`config.mk`:
```
export PLATFORM = sky130hd
export DESIGN_NAME = mips_mc_control
export DESIGN_NICKNAME = d
export VERILOG_FILES = /design/src/rtl/mips_mc_control.sv
export SDC_FILE = /design/constraint.sdc
export NUM_CORES = 1
export LEC_CHECK = 0
export ABC_AREA = 1
export CORE_MARGIN = 4
export CORE_UTILIZATION = 35
export CTS_BUF_LIST = sky130_fd_sc_hd__clkbuf_4 sky130_fd_sc_hd__clkbuf_8
export DETAILED_ROUTE_END_ITERATION = 10
export DONT_BUFFER_PORTS = 1
export GPL_TIMING_DRIVEN = 0
export PLACE_DENSITY = 0.56
export SLEW_MARGIN = 20
export SYNTH_ARGS = -nofsm -noshare
export SYNTH_HDL_FRONTEND = slang
export SYNTH_SLANG_ARGS = --single-unit
```
`constraint.sdc`:
```
create_clock -name clk -period 2.06 [get_ports clk]
set_input_delay 0.309 -clock clk [delete_from_list [all_inputs] [get_ports clk]]
set_output_delay 0.309 -clock clk [all_outputs]
set_load 0.02 [all_outputs]
```
`src/rtl/mips_mc_control.sv`:
```
// Multicycle MIPS control FSM: sequences fetch/decode/execute/memory/writeback,
// drives the ALU control bundle and datapath enables, and raises precise traps.
module mips_mc_control #(
    parameter int unsigned MEM_TIMEOUT = 16,
    parameter bit          EXC_ENABLE  = 1'b1
) (
    input  logic       clk,
    input  logic       rst_n,
    input  logic [5:0] opcode,
    input  logic [5:0] funct,
    input  logic       zero,
    input  logic       overflow,
    input  logic       mem_ready,
    output logic       alu_src,
    output logic [3:0] alu_control,
    output logic       mem_rd,
    output logic       mem_wr,
    output logic       i_or_d,
    output logic       ir_en,
    output logic       pc_en,
    output logic [1:0] pc_src,
    output logic       reg_wr,
    output logic       reg_dst,
    output logic       mem_to_reg,
    output logic       exc_ovf,
    output logic       exc_bus,
    output logic       exc_ill
);

    typedef enum logic [3:0] {
        S_IDLE, S_FETCH, S_DECODE, S_MEMADR, S_MEMRD, S_MEMWB, S_MEMWR,
        S_EXEC_R, S_EXEC_I, S_ALUWB, S_BRANCH, S_JUMP, S_TRAP
    } state_t;

    typedef enum logic [1:0] {
        CAUSE_NONE, CAUSE_OVF, CAUSE_BUS, CAUSE_ILL
    } cause_t;

    localparam logic [5:0] OP_RTYPE = 6'b000000;
    localparam logic [5:0] OP_LW    = 6'b100011;
    localparam logic [5:0] OP_SW    = 6'b101011;
    localparam logic [5:0] OP_ADDI  = 6'b001000;
    localparam logic [5:0] OP_BEQ   = 6'b000100;
    localparam logic [5:0] OP_BNE   = 6'b000101;
    localparam logic [5:0] OP_J     = 6'b000010;

    localparam logic [7:0] WAIT_LIMIT = 8'(MEM_TIMEOUT - 1);

    state_t     state;
    cause_t     cause;
    logic [7:0] wait_cnt;

    logic       r_legal;
    logic [3:0] r_code;
    logic       r_traps;
    logic       wait_expired;
    logic       ovf_trap;

    always_comb begin
        r_legal = 1'b1;
        r_code  = 4'b0000;
        case (funct)
            6'b100000: r_code = 4'b0000;
            6'b100001: r_code = 4'b0001;
            6'b100010: r_code = 4'b0010;
            6'b100011: r_code = 4'b0011;
            6'b100100: r_code = 4'b0100;
            6'b100101: r_code = 4'b0101;
            6'b000000: r_code = 4'b0110;
            6'b000010: r_code = 4'b0111;
            6'b101010: r_code = 4'b1000;
            default:   r_legal = 1'b0;
        endcase
    end

    // Only signed add/sub trap; the unsigned forms and MEMADR's ADDU never do.
    assign r_traps      = (funct == 6'b100000) || (funct == 6'b100010);
    assign ovf_trap     = overflow && EXC_ENABLE;
    assign wait_expired = !mem_ready && (wait_cnt == WAIT_LIMIT);

    always_ff @(posedge clk or negedge rst_n) begin
        if (!rst_n) begin
            state    <= S_IDLE;
            cause    <= CAUSE_NONE;
            wait_cnt <= 8'd0;
        end else begin
            // Counter is zero in every non-waiting state, so each wait starts from 0.
            wait_cnt <= 8'd0;
            case (state)
                S_IDLE: state <= S_FETCH;
                S_FETCH: begin
                    if (mem_ready) begin
                        state <= S_DECODE;
                    end else if (wait_expired) begin
                        state <= S_TRAP;
                        cause <= CAUSE_BUS;
                    end else begin
                        wait_cnt <= wait_cnt + 8'd1;
                    end
                end
                S_DECODE: begin
                    case (opcode)
                        OP_RTYPE: begin
                            if (r_legal) begin
                                state <= S_EXEC_R;
                            end else begin
                                state <= S_TRAP;
                                cause <= CAUSE_ILL;
                            end
                        end
                        OP_LW, OP_SW:   state <= S_MEMADR;
                        OP_ADDI:        state <= S_EXEC_I;
                        OP_BEQ, OP_BNE: state <= S_BRANCH;
                        OP_J:           state <= S_JUMP;
                        default: begin
                            state <= S_TRAP;
                            cause <= CAUSE_ILL;
                        end
                    endcase
                end
                S_EXEC_R: begin
                    if (ovf_trap && r_traps) begin
                        state <= S_TRAP;
                        cause <= CAUSE_OVF;
                    end else begin
                        state <= S_ALUWB;
                    end
                end
                S_EXEC_I: begin
                    if (ovf_trap) begin
                        state <= S_TRAP;
                        cause <= CAUSE_OVF;
                    end else begin
                        state <= S_ALUWB;
                    end
                end
                S_MEMADR: state <= (opcode == OP_SW) ? S_MEMWR : S_MEMRD;
                S_MEMRD, S_MEMWR: begin
                    if (mem_ready) begin
                        state <= (state == S_MEMRD) ? S_MEMWB : S_FETCH;
                    end else if (wait_expired) begin
                        state <= S_TRAP;
                        cause <= CAUSE_BUS;
                    end else begin
                        wait_cnt <= wait_cnt + 8'd1;
                    end
                end
                S_ALUWB, S_MEMWB, S_BRANCH, S_JUMP, S_TRAP: state <= S_FETCH;
                default: state <= S_IDLE;
            endcase
        end
    end

    always_comb begin
        alu_src     = 1'b0;
        alu_control = 4'b0000;
        mem_rd      = 1'b0;
        mem_wr      = 1'b0;
        i_or_d      = 1'b0;
        ir_en       = 1'b0;
        pc_en       = 1'b0;
        pc_src      = 2'b00;
        reg_wr      = 1'b0;
        reg_dst     = 1'b0;
        mem_to_reg  = 1'b0;
        exc_ovf     = 1'b0;
        exc_bus     = 1'b0;
        exc_ill     = 1'b0;
        case (state)
            S_FETCH: begin
                mem_rd = 1'b1;
                ir_en  = mem_ready;
                pc_en  = mem_ready;
            end
            S_DECODE: alu_src = 1'b1;
            S_MEMADR: begin
                alu_src     = 1'b1;
                alu_control = 4'b0001;
            end
            S_MEMRD: begin
                mem_rd = 1'b1;
                i_or_d = 1'b1;
            end
            S_MEMWR: begin
                mem_wr = 1'b1;
                i_or_d = 1'b1;
            end
            S_MEMWB: begin
                reg_wr     = 1'b1;
                mem_to_reg = 1'b1;
            end
            S_EXEC_R: alu_control = r_code;
            S_EXEC_I: alu_src = 1'b1;
            S_ALUWB: begin
                reg_wr  = 1'b1;
                reg_dst = (opcode == OP_RTYPE);
            end
            S_BRANCH: begin
                alu_control = (opcode == OP_BNE) ? 4'b1010 : 4'b1001;
                pc_src      = 2'b01;
                pc_en       = (opcode == OP_BNE) ? !zero : zero;
            end
            S_JUMP: begin
                pc_en  = 1'b1;
                pc_src = 2'b10;
            end
            S_TRAP: begin
                pc_en   = 1'b1;
                pc_src  = 2'b11;
                exc_ovf = (cause == CAUSE_OVF);
                exc_bus = (cause == CAUSE_BUS);
                exc_ill = (cause == CAUSE_ILL);
            end
            default: ;
        endcase
    end

endmodule

```
**I/O nets highlighted**

The bar under the picture is 20 um long.
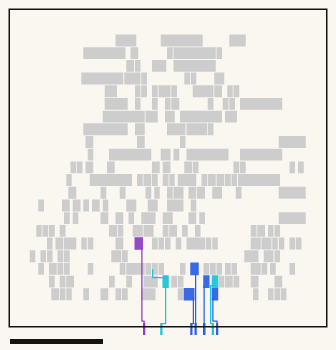
[cyan] pc_src | bits: 2 | direction: output | edge: bottom | end cells: 2 | wire: 23.4 um
[blue] alu_control | bits: 4 | direction: output | edge: bottom | end cells: 4 | wire: 32.8 um
[purple] mem_rd | bits: 1 | direction: output | edge: bottom | end cells: 1 | wire: 16.9 um
Top-Level Pins: 35
I/O Buffers: 0

**Sequential cells grouped by signal name**

The bar under the picture is 20 um long.
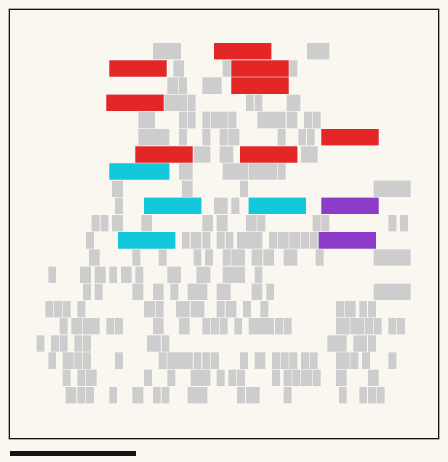
[red] wait_cnt | sequential cells: 8
[purple] cause | sequential cells: 2
[cyan] state | sequential cells: 4
final core occ: 41.64%
FF/Latch Area: 351.6 um^2
fraction of area in registers: 24.91%
sequential power: 0.447 mW

**Placed standard cells**

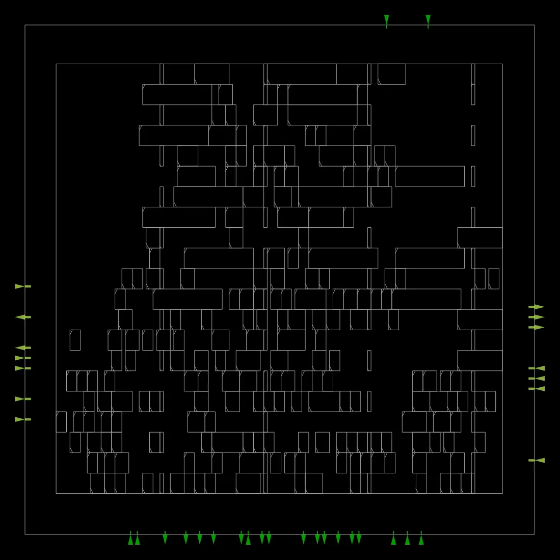
Core ar.: 3390 um^2
Tapcells: 46
fin cells: 259
Fillers: 377
Rows: 21

**Power grid**

The bar under the picture is 20 um long. Pins as bars on the die edge. Tap cells in gray.
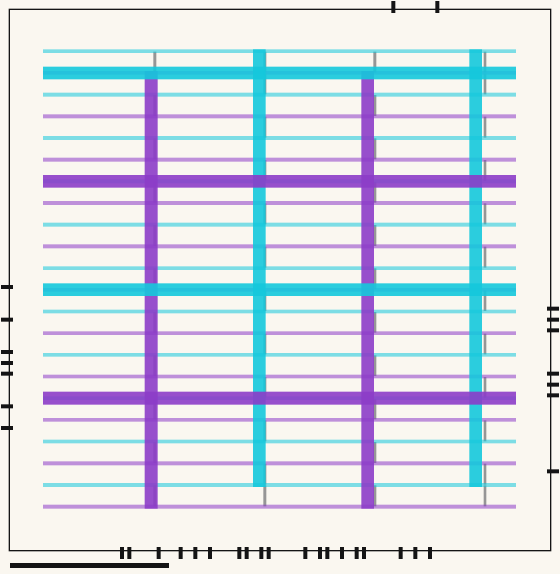
[purple] VSS
[cyan] VDD
met4 straps: 4
rows: 21
Chip Height: 67.73 um
Die Span X: 67.73 um
peak supply drop: 276.5 uV

==> results.tsv <==
metric	value	unit
crit_family	simple AND/OR/NAND/NOR gates	
r2r_cells	10	
holdPathStages	4	
p_int	0.6896	mW
xor_share	1.403	%
floorplan.nets	226	
use_met3	3.494	%
lay_top_count	nand2_1	
first_global_vias	1130	
leakagePower	0.7356	nW
wl_met3	187	um
cts.path.max_buffers	2	
status	finished, final reports clean	
synthesis.area	1249	um^2
grt_use_total	13.66	%
synth_cells	208	
largest_register_ffs	8	
signal_buffers	1	
warnings	27	
lay_top_cells	45 x nand2_1, 38 x nor2_1, 34 x inv_1, 22 x nand3_1, 13 x dfrtp_1	
slowest_delay	0.45	ns
cp.arrival	1.62	ns
yosysWarnings	0	
power_density	1051	nW/um^2
period_needed	1.932	ns
hold_buffers	1	
startpoint_type	flip-flop	
drv_cap	0	
clkTransAtPathRegs	0.08	ns
clkbuf_count	4	
largest_class	multi-input combinational cells	
clock.fmax	517.6	MHz
slowest_stage	dfrtp_1	
htree_levels	1	
power.total	1.483	mW
-- cells in the mapped netlist --
cell,number
nand2_4,1
ha_1,1
dfrtp_1,14
inv_2,2
nand2_2,2
nor3b_2,2
o2111ai_1,1
nor3_1,7
nand2_1,45
o21ai_0,9
nand3b_1,1
o221a_2,1
a21oi_1,4
nor2_1,42
or2_2,1
nand4_1,7
xor2_1,2
nand3_1,22
nor3_2,1
inv_1,36
nor2_4,1
o211ai_1,1
o21ai_2,1
nor2_2,4
-- worst register-to-register path: stages, from the launching register on --
cell and delay (ns):
dfrtp_1 0.39, ha_1 0.18, nand2_1 0.10, nor2_2 0.11, nand4_1 0.20, nand2_2 0.16
nand3_1 0.09, nor2_2 0.12, nand2_1 0.08, nand2_1 0.06, nand2_1 0.04
No activity file was given, so power comes from the tool's default toggle rates.
